$ cat config.mk
export PLATFORM = sky130hd
export DESIGN_NAME = wb_stage
export DESIGN_NICKNAME = d
export VERILOG_FILES = /design/src/rtl/wb_stage.sv
export SDC_FILE = /design/constraint.sdc
export NUM_CORES = 1
export LEC_CHECK = 0
export ABC_AREA = 0
export CAP_MARGIN = 20
export CORE_MARGIN = 1.5
export CORE_UTILIZATION = 29
export DETAILED_ROUTE_END_ITERATION = 6
export GPL_TIMING_DRIVEN = 0
export HOLD_SLACK_MARGIN = 0.15
export PLACE_DENSITY = 0.58
export SYNTH_ARGS = -nofsm -noshare
export SYNTH_HDL_FRONTEND = slang
export SYNTH_SLANG_ARGS = --single-unit
export TNS_END_PERCENT = 100
$ cat constraint.sdc
create_clock -name clk -period 2.3 [get_ports clk]
set_clock_uncertainty 0.1 [all_clocks]
set_input_delay 0.46 -clock clk [delete_from_list [all_inputs] [get_ports clk]]
set_output_delay 0.46 -clock clk [all_outputs]
set_load 0.005 [all_outputs]
$ cat src/rtl/wb_stage.sv
// wb_stage: writeback stage feeding the integer register file's single write port.
//
// Takes results from two producers (ALU path and load path), arbitrates between
// them with a one-entry hold buffer, registers the chosen write, and counts
// retired writeback slots in a 64-bit counter.
//
// Ports:
//   clk, rst          clock and synchronous active-high reset
//   alu_valid/ready   ALU handshake; alu_rd/alu_result carry the result
//   ld_valid/ready    load handshake; ld_rd, ld_funct3, ld_addr_lo, ld_rdata
//                     carry the raw aligned word and how to extract from it
//   rf_we/rf_rd/rf_wd registered register-file write port
//   hold_busy         hold buffer occupied (a deferred load is pending)
//   instret           number of retired writeback slots, wraps at 2^64
module wb_stage #(
    parameter int XLEN = 32,
    parameter int RA_W = 5
) (
    input  logic            clk,
    input  logic            rst,
    input  logic            alu_valid,
    output logic            alu_ready,
    input  logic [RA_W-1:0] alu_rd,
    input  logic [XLEN-1:0] alu_result,
    input  logic            ld_valid,
    output logic            ld_ready,
    input  logic [RA_W-1:0] ld_rd,
    input  logic [2:0]      ld_funct3,
    input  logic [1:0]      ld_addr_lo,
    input  logic [XLEN-1:0] ld_rdata,
    output logic            rf_we,
    output logic [RA_W-1:0] rf_rd,
    output logic [XLEN-1:0] rf_wd,
    output logic            hold_busy,
    output logic [63:0]     instret
);

    logic            hold_valid;
    logic [RA_W-1:0] hold_rd;
    logic [XLEN-1:0] hold_data;

    logic [7:0]      ld_byte;
    logic [15:0]     ld_half;
    logic [XLEN-1:0] ld_data;

    logic alu_fire;
    logic ld_fire;

    // Readiness depends only on state so neither producer sees a
    // combinational path from its own valid.
    assign alu_ready = !hold_valid && !rst;
    assign ld_ready  = !hold_valid && !rst;
    assign hold_busy = hold_valid;

    assign alu_fire = alu_valid && alu_ready;
    assign ld_fire  = ld_valid && ld_ready;

    // Byte lane picked by the full offset; halfword lane only by bit 1.
    assign ld_byte = ld_rdata[{ld_addr_lo, 3'b000} +: 8];
    assign ld_half = ld_rdata[{ld_addr_lo[1], 4'b0000} +: 16];

    always_comb begin
        ld_data = '0;
        case (ld_funct3)
            3'b000:  ld_data = {{(XLEN-8){ld_byte[7]}}, ld_byte};
            3'b001:  ld_data = {{(XLEN-16){ld_half[15]}}, ld_half};
            3'b010:  ld_data = ld_rdata;
            3'b100:  ld_data = {{(XLEN-8){1'b0}}, ld_byte};
            3'b101:  ld_data = {{(XLEN-16){1'b0}}, ld_half};
            // Undefined load types still retire, writing zero.
            default: ld_data = '0;
        endcase
    end

    always_ff @(posedge clk) begin
        if (rst) begin
            rf_we      <= 1'b0;
            rf_rd      <= '0;
            rf_wd      <= '0;
            instret    <= '0;
            hold_valid <= 1'b0;
            hold_rd    <= '0;
            hold_data  <= '0;
        end else if (hold_valid) begin
            // Draining the hold takes the slot; inputs are stalled.
            rf_we      <= (hold_rd != '0);
            rf_rd      <= hold_rd;
            rf_wd      <= hold_data;
            instret    <= instret + 64'd1;
            hold_valid <= 1'b0;
        end else if (alu_fire) begin
            rf_we   <= (alu_rd != '0);
            rf_rd   <= alu_rd;
            rf_wd   <= alu_result;
            instret <= instret + 64'd1;
            // A simultaneous load is parked and written next cycle, so on an
            // rd collision the load value is the one left in the file.
            if (ld_fire) begin
                hold_valid <= 1'b1;
                hold_rd    <= ld_rd;
                hold_data  <= ld_data;
            end
        end else if (ld_fire) begin
            rf_we   <= (ld_rd != '0);
            rf_rd   <= ld_rd;
            rf_wd   <= ld_data;
            instret <= instret + 64'd1;
        end else begin
            rf_we <= 1'b0;
        end
    end

endmodule

Fig. 1: run 1, cells by drive strength
Bar = 50 um.
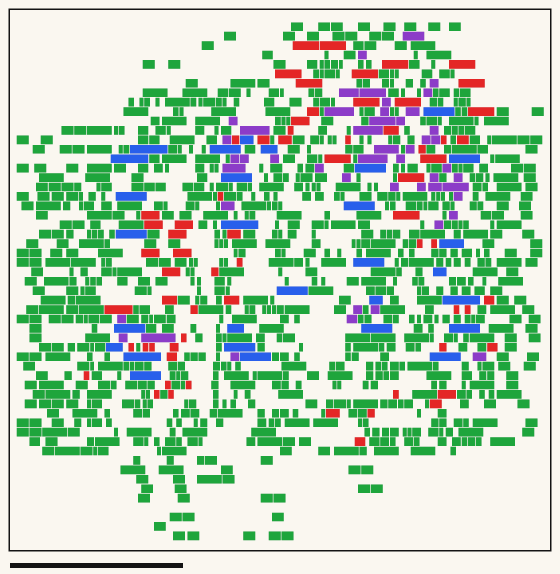
x2: shown in red, cells 65. x6 and larger: shown in blue, cells 29. x1 and smaller: shown in green, cells 913. x3 and x4: shown in purple, cells 48.
final design area excluding fillers: 10200 um^2
post-layout worst setup margin: 0.0457 ns
synthesis-to-finish area growth: 50.1%

Fig. 2: run 1, sequential cells colored by netlist name
Bar = 50 um. Other sequential cells in the stronger gray, the rest of the logic in the fainter gray.
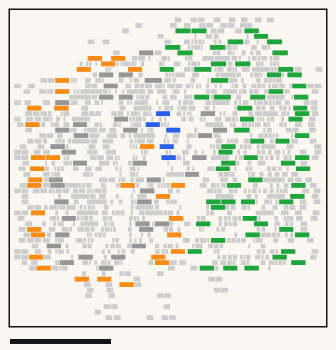
`rf_wd`: shown in orange, sequential cells 32. `hold_rd`: shown in blue, sequential cells 5. `instret`: shown in green, sequential cells 64.
Another 39 sequential cells are not colored.
sequential portion of the cell area: 27.9%
sequential group power: 2550 uW
share of the core filled with cells: 44.6%

==> notes.md, run 1 <==
Summing the sequential cell areas from Yosys gives 41.4% of the chip area. OpenROAD emitted warnings numbering 28. After detailed placement, the design holds a cell count of 1312. Across the placement rows, the number of tap cells is 313.

The max-capacitance violation count was 0; the post-synthesis simple-gate area fraction was 25.3%. The count of different cell masters after synthesis is 57. The detail route stage leaves a number of antenna-violating nets equal to 0.

The placed instances occupy a cell area of 9020 um^2. Number of enable flip-flop cells: 0. The largest stage delay on the critical path is 0.48 ns, and the total number of sequential cells is 140.

For the number of buffers created by CTS, the log shows 17. In the post-synthesis netlist, the biggest area contributors are sky130_fd_sc_hd__dfxtp_1, sky130_fd_sc_hd__a21oi_1, sky130_fd_sc_hd__nor2_1. Among all stages on the critical path, the largest delay is contributed by sky130_fd_sc_hd__or4_1. Clock tree buffers and inverters occupy 6.32% of the routed design's cell area. During I/O placement, the number of pins put on the boundary was 188. TritonRoute output was used to compute an average wire per cell of 18.8 um. The run gives 39.4 mm as the global-route wire length before repair. The tools report the H-tree depth as 4.

Leaving out buffers and inverters, the combinational logic in the layout accounts for 3870 um^2. Counting instances in the post-synthesis netlist gives the leading cell types as sky130_fd_sc_hd__dfxtp_1, sky130_fd_sc_hd__nor2_1, sky130_fd_sc_hd__nand2_1. CTS reports a maximum clock tree buffer depth of 2. With the fraction of synthesized cell area taken by the top area cell type at 41.4%, the core utilization before placement is 29.7%. The flow ran to the end, and the final reports show no timing, DRC or antenna violations. Pre-CTS worst setup slack: -1.06 ns.

The count of buffers added on input and output ports is 186. The detailed router finished its first iteration with 503 violations. By instance count, the leading cell after synthesis is sky130_fd_sc_hd__dfxtp_1. The run gives 24.3% for the switching portion of total power. The synthesized-area fraction occupied by ao, oa, aoi and oai cells works out to 23.0%.

Recorded from the global router log, the overflow total was 0. The layout contains a multi-input combinational cell count of 596. The cell-mix breakdown from Yosys lists the XOR/XNOR area share as 3.36%. The chip footprint is 24300 um^2. The worst setup path is of the flip-flop to flip-flop kind. For this run the detailed placement stage logged an HPWL of 19.1 mm. The number of instances in the synthesized netlist was 813. The synthesis stat section lists a flop and latch total of 140. The via count normalized by instance count was 5.39; the final routed wirelength across all metal layers was 25.7 mm.

The group with the largest share of power was the clock network. Power spread over the standard cell area amounts to 633 nW/um^2. The logs give 1126 for the net count reported at finish and 0 for the detailed-route DRC error count.

The layout has 12 inverters outside the clock class. A synthesized cell averages 8.33 um^2. The share of flip-flops with an asynchronous set or reset was 0%. Looking at the critical path, the highest net fanout was 7. The analysis attributes to cell leakage a power of 0.00339 uW.

The run gives 2.50 ns as the endpoint arrival time on the critical path. Clock-pin slew was measured on the worst setup and hold paths at 0.06 ns. The run gives 140 for the sink count of the clock tree. Looking at the max-slew report, the worst-margin pin has a slew of 0.819 ns. The number of antenna violations at the first check in global routing was 1; the final non-filler cell total was 1368. Buffers outside the clock tree occupy 23.4% of the routed design's cell area. The later pin in the worst-skew pair is clocked with a latency of 0.42 ns. The required time at the worst endpoint is listed as 2.55 ns. The power consumed by combinational cells is 840 uW. Per the area breakdown, the dominant cell category is multi-input combinational cells. The total number of vias is 7379, and the setup TNS after final layout is 0 ns. With the length of the first detailed-routing pass in iterations at 5, the sequential power share is 39.7%.

Headroom to the max-slew limit came out at 44.6%. Cells with a size suffix above 1 make up 13.5% of the layout. Combinational family with the most area after synthesis: simple AND/OR/NAND/NOR gates. The synthesized netlist occupies a cell area of 6770 um^2. For this run, the leading register cell type out of synthesis is sky130_fd_sc_hd__dfxtp_1.

The layout has 275 buffers outside the clock class. In the finished layout, the clock tree contains a buffer count of 21. The final antenna diode count was 0. Yosys reports the multiplexer fraction of the synthesized area as 2.42%. The signal on the critical path passes through nand4_4 > or3_4 > or4_1 > buf_4 > or3_1 > a21oi_1.

In this run the worst hold path is classified as flip-flop to flip-flop. The worst path needs 2.25 ns of the cycle, external delays included. The die is 156 um wide. Across the whole layout, multi-input logic makes up 38.1% of the cell area. The final critical path takes up 98.0% of the cycle. With the share of total power in the clock network at 47.2%, the routability congestion estimate is 0.868. The completed layout was analyzed and its total power is 6430 uW. Looking at the clock tree report, the root buffer type is sky130_fd_sc_hd__clkbuf_16. The synth_stat.txt file lists the number of cells as 813. The combinational group share of total power is 13.1%. The worst setup path is launched from a flip-flop. The analysis attributes to net switching a power of 1570 uW. The area of all sequential standard cells is 2840 um^2. The tools report the worst hold margin as 0.350 ns. The final hold violation count is 0. The largest delay contributor family on the critical path was simple AND/OR/NAND/NOR gates.

The number of global-route vias before repair was 6946; the filler cell count was 2235. TritonCTS built the clock tree. The highest ir drop seen on vdd is 0.400 mV, and the total nets after synthesis is 897. The final count of negative-setup-slack endpoints is 0. Entering global routing, the biggest net connects 17 pins. The power report lists cell-internal power as 4870 uW.

The Yosys step of the flow raised 0 warnings. The clock network power came out at 3040 uW. Setup repair after global routing could not meet its margin everywhere. Static timing analysis puts the maximum clock frequency at 444 MHz.

The chip area in the Yosys report is 6770 um^2. The die is 156 um tall. Summed over all instances, the cell type with the most area after synthesis is sky130_fd_sc_hd__dfxtp_1.

After Yosys synthesis, full adders, half adders and majority gates account for 0.185% of the synthesized area. The buffering stage count on the worst path with inverters included was 1. The final timing report lists a max-slew violation count of 0.

The worst setup path is captured at a flip-flop.
Fig. 3: run 1, routing congestion map
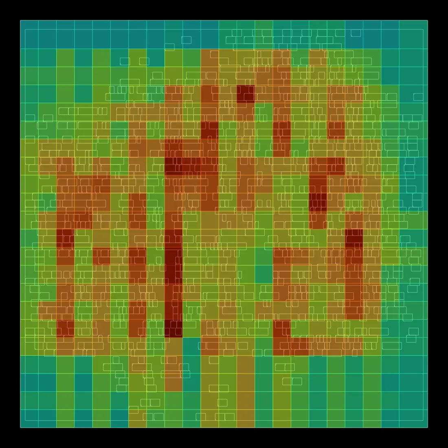
routing usage on met1: 26.6%
met2 layer usage reported by global route: 34.4%
met3 routing resource usage after global routing: 5.92%
overall routing resource usage: 21.0%

Fig. 4: run 1, placed cells, one color a class
Bar = 50 um.
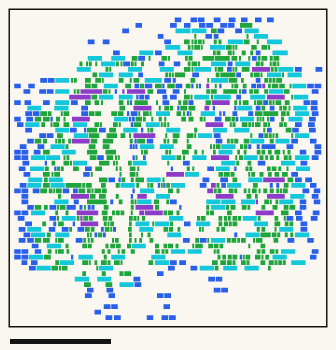
registers: shown in cyan, cells 140, share of their area 29%. clock drivers and dummy loads: shown in purple, cells 32, share of their area 6.6%. remaining logic cells: shown in green, cells 608, share of their area 40%. remaining buffers and delay cells: shown in blue, cells 275, share of their area 24%.
Row Count: 55
Core Footprint: 22800 um^2

## run 1: path summary, 6_finish.rpt
kind	from	to	slack, ns	cells past startpoint
min reg2reg	rf_rd[0]$_SDFFE_PP0P_	rf_rd[0]$_SDFFE_PP0P_	0.35	2
max	instret[3]$_SDFFE_PP0P_	instret[28]$_SDFFE_PP0P_	0.05	6
max reg2reg	instret[3]$_SDFFE_PP0P_	instret[28]$_SDFFE_PP0P_	0.05	6
min	rf_rd[0]$_SDFFE_PP0P_	rf_rd[0]$_SDFFE_PP0P_	0.35	2
## run 1: cells in the final DEF (no fill, tap or decap), types with 5 or more instances in the layout
cell type / netlist / layout
sky130_fd_sc_hd__a221oi_1: 16 / 9
sky130_fd_sc_hd__clkdlybuf4s50_1: 0 / 183
sky130_fd_sc_hd__clkbuf_1: 53 / 37
sky130_fd_sc_hd__o31a_1: 8 / 8
sky130_fd_sc_hd__o22ai_1: 23 / 23
sky130_fd_sc_hd__a21oi_1: 60 / 56
sky130_fd_sc_hd__and4_1: 7 / 7
sky130_fd_sc_hd__xor2_1: 14 / 14
sky130_fd_sc_hd__dfxtp_1: 140 / 121
sky130_fd_sc_hd__clkbuf_2: 0 / 11
sky130_fd_sc_hd__mux2i_1: 13 / 13
sky130_fd_sc_hd__clkbuf_16: 0 / 17
sky130_fd_sc_hd__nand3b_1: 7 / 7
sky130_fd_sc_hd__a31oi_1: 8 / 8
sky130_fd_sc_hd__nand3_1: 39 / 36
sky130_fd_sc_hd__inv_1: 12 / 12
sky130_fd_sc_hd__o41ai_1: 16 / 16
sky130_fd_sc_hd__buf_4: 1 / 28
sky130_fd_sc_hd__nor2_1: 77 / 72
sky130_fd_sc_hd__o21ai_0: 28 / 28
sky130_fd_sc_hd__bufinv_16: 0 / 5
sky130_fd_sc_hd__a211oi_1: 9 / 8
sky130_fd_sc_hd__and3_1: 7 / 7
sky130_fd_sc_hd__xnor2_1: 12 / 12
sky130_fd_sc_hd__buf_2: 3 / 6
sky130_fd_sc_hd__nand2_1: 71 / 70
sky130_fd_sc_hd__o211ai_1: 7 / 7
sky130_fd_sc_hd__o31ai_1: 23 / 23
sky130_fd_sc_hd__dfxtp_2: 0 / 15
sky130_fd_sc_hd__nand4_1: 27 / 27
sky130_fd_sc_hd__a222oi_1: 16 / 16
sky130_fd_sc_hd__nor4_1: 12 / 10
sky130_fd_sc_hd__a221oi_2: 0 / 7
sky130_fd_sc_hd__or3_1: 17 / 17
sky130_fd_sc_hd__or4_1: 23 / 22
sky130_fd_sc_hd__nor3_1: 22 / 21
## run 1: flip-flops by register name, summed over array words and instances, names as in the netlist
signal	cells
instret	64
rf_we	1
rf_rd	5
rf_wd	32
hold_data	32
hold_busy	1
hold_rd	5
## run 1: routing by layer
| layer | share of wire (%) | track usage (%) |
|---|---|---|
| met2 | 47 | 34.4 |
| met1 | 44 | 26.6 |
| met3 | 7.0 | 5.92 |
| met4 | 1.8 | 6.44 |
| met5 | 0.051 | 0 |
## run 1: timing repair
item / CTS / global route
pin swaps: 12 / 15
hold buffers: 0 / 0
cloned: 0 / 0
endpoints found under the setup margin: 141 / 72
gates resized: 57 / 48
setup buffers: 17 / 11
==> run 2: changes to the inputs <==
CAP_MARGIN = 0   (was 20)
GPL_ROUTABILITY_DRIVEN = 1   (was unset)
SLEW_MARGIN = 15   (was unset)
Fig. 5: run 2, cells by drive strength
Bar = 50 um.
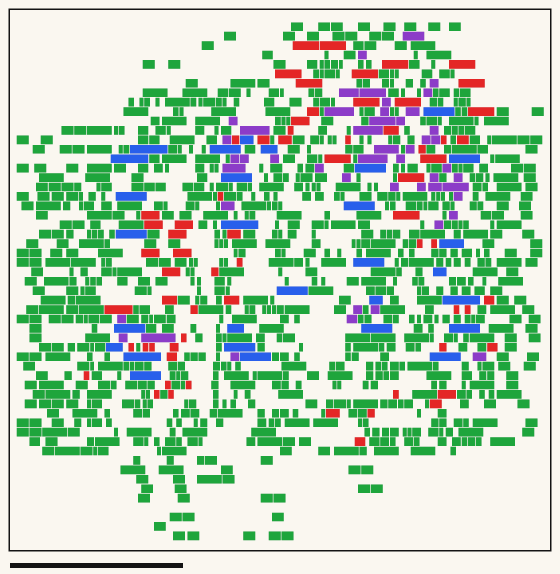
x1 and smaller: shown in green, cells 913. x2: shown in red, cells 65. x3 and x4: shown in purple, cells 48. x6 and larger: shown in blue, cells 29.
count of non-CTS buffers in the layout: 275

Fig. 6: run 2, sequential cells colored by netlist name
Bar = 50 um. Other sequential cells in the stronger gray, the rest of the logic in the fainter gray.
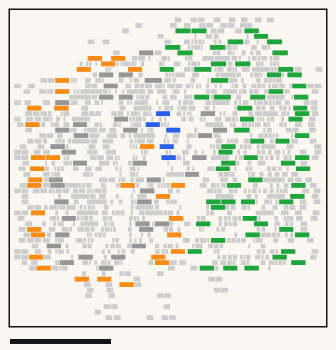
`rf_wd`: shown in orange, sequential cells 32. `hold_rd`: shown in blue, sequential cells 5. `instret`: shown in green, sequential cells 64.
Another 39 sequential cells are not colored.
Storage cell area: 2840 um^2

==> run 2 against run 1 <==
Synthesized cell count did not move. Clock power barely moved. First-iteration DRC count did not move. Via count did not move. Die size did not move. Critical path depth did not move. Cell area did not move. Critical path type unchanged. Largest power group unchanged. Highest routed layer unchanged.
==> notes.md, run 2 <==
The flow ran to the end, and the final reports show no timing, DRC or antenna violations. The final non-filler cell total came out at 1368 (unchanged). The run gives 41.4% (unchanged) for the fraction of synthesized cell area taken by the top area cell type.

The final count of negative-setup-slack endpoints was 0 (unchanged). Of all cell types, the one taking the most synthesized area is sky130_fd_sc_hd__dfxtp_1. The filler cell count was 2235 (unchanged). By instance count after routing, the leading logic cell type is sky130_fd_sc_hd__clkdlybuf4s50_1. The cell count in the Yosys report came out at 813 (unchanged).

The ratio of total power to cell area was 633 nW/um^2 (unchanged); the count of synthesis-stage warnings from yosys was 0 (unchanged). Area of the mapped netlist: 6770 um^2 (unchanged). Leaving out fill and tap cells, the most frequent cells in the layout are sky130_fd_sc_hd__clkdlybuf4s50_1, sky130_fd_sc_hd__dfxtp_1, sky130_fd_sc_hd__nor2_1.

Among the non-sequential cells, simple AND/OR/NAND/NOR gates take the most area. The number of logged tool warnings was 28 (unchanged); the highest ir drop seen on vdd was 0.400 mV (unchanged). The routability congestion estimate was 0.868 (unchanged); the synthesized-area fraction occupied by xor and xnor cells was 3.36% (unchanged). The tools report the max-capacitance violation count as 0 (unchanged).

The maximum fanout along the worst path came out at 7 (unchanged). The run gives 24300 um^2 (unchanged) as the chip footprint. The die extent in y came out at 156 um (unchanged). The run gives 0.350 ns (unchanged) as the worst hold margin.

The total number of vias came out at 7379 (unchanged). The cell type of the slowest stage on the worst timing path is sky130_fd_sc_hd__or4_1. Headroom to the max-slew limit: 44.6% (unchanged). The number of instances in the synthesized netlist is 813 (unchanged), and the mean instance size in the synthesized netlist is 8.33 um^2 (unchanged). The run gives 9020 um^2 (unchanged) as the post-placement cell area.

The maximum number of pins on one net before global-route repair was 17 (unchanged). The count of boundary I/O pins was 188 (unchanged). The run gives 503 (unchanged) for the detailed router's first-iteration violation count.

The final antenna diode count was 0 (unchanged). The placeable core area is 22800 um^2 (unchanged). TritonCTS built the clock tree. The tools report the total overflow reported by the global router as 0 (unchanged). Total nets after synthesis: 897 (unchanged). The sort of element at the start of the critical path was a flip-flop.

The share of cell area taken by muxes after synthesis was 2.42% (unchanged); the width of the die was 156 um (unchanged). Net count reported at finish: 1126 (unchanged). The placed wire-length estimate came out at 19.1 mm (unchanged).

Number of I/O port buffers: 186 (unchanged). Leading cell type by number of instances after synthesis: sky130_fd_sc_hd__dfxtp_1. Share of flip-flops with an asynchronous set or reset: 0% (unchanged). For the final count of pins violating max slew, the log shows 0 (unchanged).

The tools report the sink count of the clock tree as 140 (unchanged). The most common flop cell mapped by yosys was sky130_fd_sc_hd__dfxtp_1. The run gives 21.0% (unchanged) as the overall routing resource usage. The remaining antenna violation count after routing is 0 (unchanged), and the maximum number of buffers from clock root to sink is 2 (unchanged). For the length of the first detailed-routing pass in iterations, the log shows 5 (unchanged). For the leakage power of the design, the log shows 0.00339 uW (unchanged). The number of synthesized register bits came out at 140 (unchanged). The detailed-route DRC error count was 0 (unchanged).

The number of global-route vias before repair is 6946 (unchanged). The setup TNS after final layout came out at 0 ns (unchanged). Setup repair after global routing could not meet its margin everywhere. The latest clock arrival within the worst-skew pair was 0.42 ns (about the same). With the core utilization before placement at 29.7% (unchanged), the portion of the post-synthesis area used by sequential elements is 41.4% (unchanged).
Fig. 7: run 2, placed cells, one color a class
Bar = 50 um.
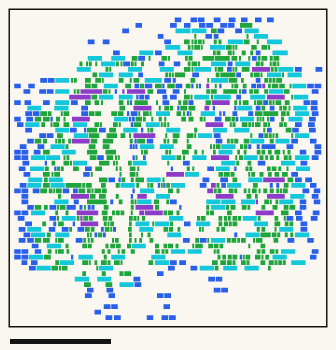

-- run 2: cell counts in the layout (fill, tap and decap cells not counted) --
No cell type changed its count.
-- run 2: power breakdown --
group / total [uW] / internal, uW / switching (uW)
registers: 2550 / 2510 / 48.9
clock network: 3040 / 1950 / 1090
logic: 840 / 411 / 430
total: 6430 / 4870 / 1570
-- run 2: stage by stage --
step	util [%]	power (uW)	worst slack (ns)
after floorplan	-	2960	0.0383
after global placement	39.6	3410	-1.03
after detailed placement	39.6	3410	-1.06
after CTS	43.8	6470	-0.0346
after global routing	44.6	6650	-0.0555
final	44.6	6430	0.0457
-- run 2: metal layers --
layer	global-route usage (%)	wire, um	vias up
met5	0	13	-
li1	-	-	3572
met2	34.4	12100	270
met3	5.92	1800	30
met4	6.44	471	2
met1	26.6	11300	3505
-- run 2: final timing paths --
check	start	end	slack, ns	depth (start not counted)
worst max register to register	instret[3]$_SDFFE_PP0P_	instret[28]$_SDFFE_PP0P_	0.05	6
worst min-delay path	rf_rd[0]$_SDFFE_PP0P_	rf_rd[0]$_SDFFE_PP0P_	0.35	2
worst max-delay path	instret[3]$_SDFFE_PP0P_	instret[28]$_SDFFE_PP0P_	0.05	6
worst min register to register	rf_rd[0]$_SDFFE_PP0P_	rf_rd[0]$_SDFFE_PP0P_	0.35	2
-- run 2: cell families (layout without fill, tap and decap cells) --
kind of cell | Yosys count | count (layout)
AND-OR/OR-AND | 226 | 226
XOR/XNOR | 26 | 26
adder cells (fa/ha/maj) | 1 | 1
buffers and inverters | 77 | 319
flip-flops | 140 | 140
multiplexers | 15 | 15
AND/OR/NAND/NOR | 328 | 328
-- run 2: worst max-delay path, delay by kind of cell, from the launching register on --
kind                   cells  cell delay (ns)
flip-flops                 1             0.40
AND/OR/NAND/NOR            4             1.37
AND-OR/OR-AND              1             0.14
buffers and inverters      1             0.17
-- run 2: layout make-up --
type	count	area share, %
Buffer	61	2.88
Clock buffer	21	4.43
Clock inverter	11	1.88
Inverter	12	0.443
Multi-Input combinational cell	596	38.1
Sequential cell	140	27.9
Tap cell	313	3.85
Timing Repair Buffer	214	20.5
-- run 2: repair_timing --
item                                    in CTS  in global routing
buffers inserted                            17                 11
endpoints found under the setup margin     141                 72
pin swaps                                   12                 15
gates resized                               57                 48
==> run 3: changes to the inputs <==
TNS_END_PERCENT = unset   (was 100)
Fig. 8: run 3, sequential cells colored by netlist name
Bar = 50 um. Other sequential cells in the stronger gray, the rest of the logic in the fainter gray.
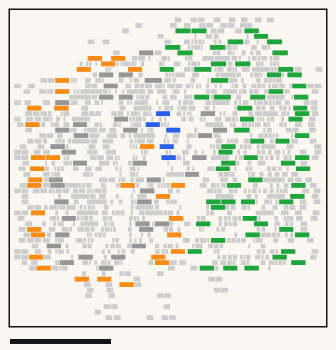

Fig. 9: run 3, gate-type map
Bar = 50 um.
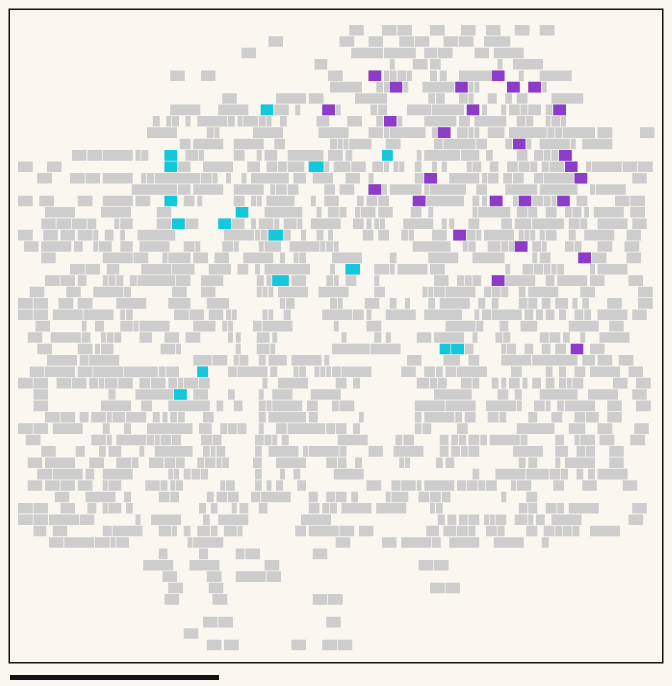
non-inverting ao/oa cells: shown in cyan, cells 16, most used o31a_1. xor and xnor cells: shown in purple, cells 26, most used xor2_1, where top right.
most common cell after layout, fill and taps aside: sky130_fd_sc_hd__clkdlybuf4s50_1
number of standard cells in the final layout excluding fillers: 1368

==> run 3 against run 2 <==
Synthesized area stayed put. First-iteration DRC count stayed put. Hold slack stayed put. Maximum frequency stayed put. Core utilization stayed put. Routed wire length stayed put. Clock power hardly changed. Non-clock buffer count stayed put. Count of clock-buffer cells in the layout stayed put. Total power stayed put. Sequential power hardly changed. Critical path type unchanged. Critical endpoint unchanged. Largest cell class unchanged. Largest power group unchanged. Highest routed layer unchanged.
==> notes.md, run 3 <==
The number of I/O port buffers is 186 (unchanged). The sort of element at the start of the critical path was a flip-flop. The final count of pins violating max slew came out at 0 (unchanged). Latest clock arrival within the worst-skew pair: 0.42 ns (about the same). The headroom to the max-slew limit was 44.6% (unchanged); the number of logged tool warnings was 28 (unchanged). Total number of vias: 7379 (unchanged).

The synthesized design spends more area on one cell type than any other, namely sky130_fd_sc_hd__dfxtp_1. The run gives 6946 (unchanged) for the number of global-route vias before repair. With the detailed router's first-iteration violation count at 503 (unchanged), the detailed-route DRC error count is 0 (unchanged). The finished cells cover 10200 um^2. The number of synthesized register bits was 140 (unchanged); the die extent in y was 156 um (unchanged).

The run gives 0 (unchanged) for the count of synthesis-stage warnings from yosys. The final hold violation count came out at 0. The run gives 2840 um^2 (unchanged) for the area of all sequential standard cells. The overall routing resource usage was 21.0% (unchanged); the ratio of total power to cell area was 633 nW/um^2 (unchanged). The placeable core area is 22800 um^2 (unchanged), and the filler cell count is 2235 (unchanged). The post-placement cell area came out at 9020 um^2 (unchanged).

The run gives 19.1 mm (unchanged) for the placed wire-length estimate. For the utilization after layout, the log shows 44.6% (unchanged). Total nets after synthesis: 897 (unchanged). Setup repair after global routing could not meet its margin everywhere.

Among all cell types in the netlist, the one instantiated most often is sky130_fd_sc_hd__dfxtp_1. Broken down by cell family, the worst path's largest delay share belongs to simple AND/OR/NAND/NOR gates. The tools report the remaining antenna violation count after routing as 0 (unchanged). For the portion of the post-synthesis area used by sequential elements, the log shows 41.4% (unchanged).

The number of flip-flops in the largest register was 64. For the area of the mapped netlist, the log shows 6770 um^2 (unchanged). The share of flip-flops with an asynchronous set or reset is 0% (unchanged). The run gives 0 (unchanged) as the total overflow reported by the global router. In the final layout, the registers with the most flip-flops are instret x64, hold_data x32, rf_wd x32.

The number of enable flip-flop cells works out to 0. Per the cell usage report, the commonest logic cells after layout are sky130_fd_sc_hd__clkdlybuf4s50_1, sky130_fd_sc_hd__dfxtp_1, sky130_fd_sc_hd__nor2_1. The maximum fanout along the worst path was 7 (unchanged). The fraction of synthesized cell area taken by the top area cell type is 41.4% (unchanged), and the cell count in the Yosys report is 813 (unchanged). With the number of instances in the synthesized netlist at 813 (unchanged), the core utilization before placement is 29.7% (unchanged).

The net count reported at finish is 1126 (unchanged). The run finished with clean final reports. The run gives 0.400 mV (unchanged) for the highest ir drop seen on vdd. The routability congestion estimate is 0.868 (unchanged). The run gives 5 (unchanged) for the length of the first detailed-routing pass in iterations. The reg2reg setup slack came out at 0.05 ns (about the same). The most common flop cell mapped by yosys is sky130_fd_sc_hd__dfxtp_1. For the count of boundary I/O pins, the log shows 188 (unchanged). The largest individual stage delay along the critical path comes from the cell sky130_fd_sc_hd__or4_1. The run gives 24300 um^2 (unchanged) for the chip footprint. The mean instance size in the synthesized netlist came out at 8.33 um^2 (unchanged).

TritonCTS built the clock tree. The buffering stage count on the worst path with inverters included came out at 1 (unchanged). The top achievable clock speed was 444 MHz; the sink count of the clock tree was 140 (unchanged). The leakage power of the design was 0.00339 uW (unchanged); the maximum number of buffers from clock root to sink was 2 (unchanged). The width of the die came out at 156 um (unchanged). Max-capacitance violation count: 0 (unchanged). Maximum number of pins on one net before global-route repair: 17 (unchanged). The tools report the final antenna diode count as 0 (unchanged). The final count of negative-setup-slack endpoints was 0 (unchanged).
Fig. 10: run 3, cells by drive strength
Bar = 50 um.
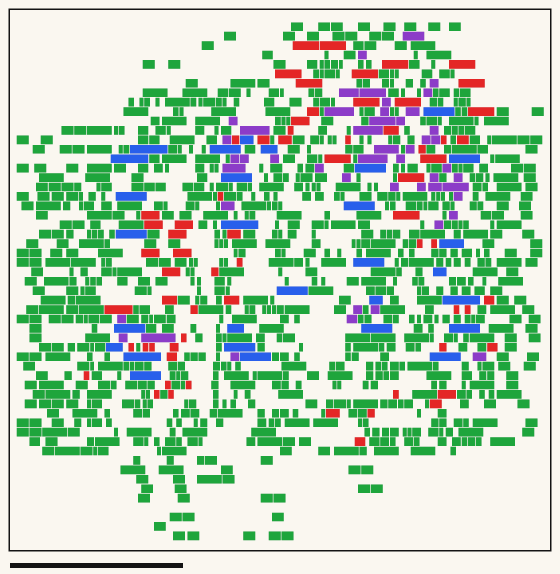
x3 and x4: shown in purple, cells 48. x1 and smaller: shown in green, cells 913. x2: shown in red, cells 65. x6 and larger: shown in blue, cells 29.

==> run 3: cell counts in the layout (fill, tap and decap cells not counted) <==
Identical to the previous run, type by type.
==> run 3: final timing paths <==
| check | endpoint | cells past startpoint | start |
|---|---|---|---|
| hold reg to reg | rf_rd[0]$_SDFFE_PP0P_ | 2 | rf_rd[0]$_SDFFE_PP0P_ |
| setup / recovery | instret[28]$_SDFFE_PP0P_ | 6 | instret[3]$_SDFFE_PP0P_ |
| setup reg to reg | instret[28]$_SDFFE_PP0P_ | 6 | instret[3]$_SDFFE_PP0P_ |
| hold / removal | rf_rd[0]$_SDFFE_PP0P_ | 2 | rf_rd[0]$_SDFFE_PP0P_ |
==> run 3: tightest hold or removal path, delay by kind of cell, from the launching register on <==
| kind | cells | cell delay (ns) |
|---|---|---|
| compound gates | 1 | 0.05 |
| flops | 1 | 0.31 |
| simple gates | 1 | 0.05 |
==> run 3: kinds of logic after synthesis <==
logic type	count (synthesis)	synth area share, %
buf+inv	77	4.38
compound gates	226	23.0
mux	15	2.42
xor+xnor	26	3.36
simple gates	328	25.3
fa+ha+maj	1	0.185
flops	140	41.4
==> run 3: final cells by class <==
class | count | area share [%]
repair buffers | 214 | 20.5
plain buffers | 61 | 2.88
well taps | 313 | 3.85
inverters | 12 | 0.443
flip-flops and latches | 140 | 27.9
clock buffers | 21 | 4.43
multi-input cells | 596 | 38.1
clock inverters | 11 | 1.88
==> run 3: where the power goes <==
| part | leakage (uW) | switching [uW] | internal, uW |
|---|---|---|---|
| Clock | 0.000303 | 1090 | 1950 |
| Combinational | 0.00193 | 430 | 411 |
| Sequential | 0.00115 | 48.9 | 2510 |
| Total | 0.00339 | 1570 | 4870 |
==> run 3: metrics by stage <==
| stage | total power (uW) | setup TNS, ns | cells | hold slack (ns) | setup WS (ns) |
|---|---|---|---|---|---|
| after floorplan | 2960 | 0 | 813 | 0.319 | 0.0383 |
| after global routing | 6650 | -0.209 | 1368 | 0.370 | -0.0555 |
| after global placement | 3410 | -106.77 | 1312 | 0.337 | -1.03 |
| after detailed placement | 3410 | -108.91 | 1312 | 0.336 | -1.06 |
| final | 6430 | 0 | 1368 | 0.350 | 0.0457 |
| after CTS | 6470 | -0.0981 | 1360 | 0.355 | -0.0346 |
==> run 3: repair_timing <==
item,in CTS,in global routing
pin swaps,12,15
endpoints found under the setup margin,141,72
buffers inserted,17,11
gates resized,57,48
==> run 3: per-layer routing <==
layer | track usage, % | wire [um] | part of all wire, %
met1 | 26.6 | 11300 | 44
met2 | 34.4 | 12100 | 47
met3 | 5.92 | 1800 | 7.0
met4 | 6.44 | 471 | 1.8
met5 | 0 | 13 | 0.051
Power figures rest on the tool's default switching activity, not on a simulated workload.
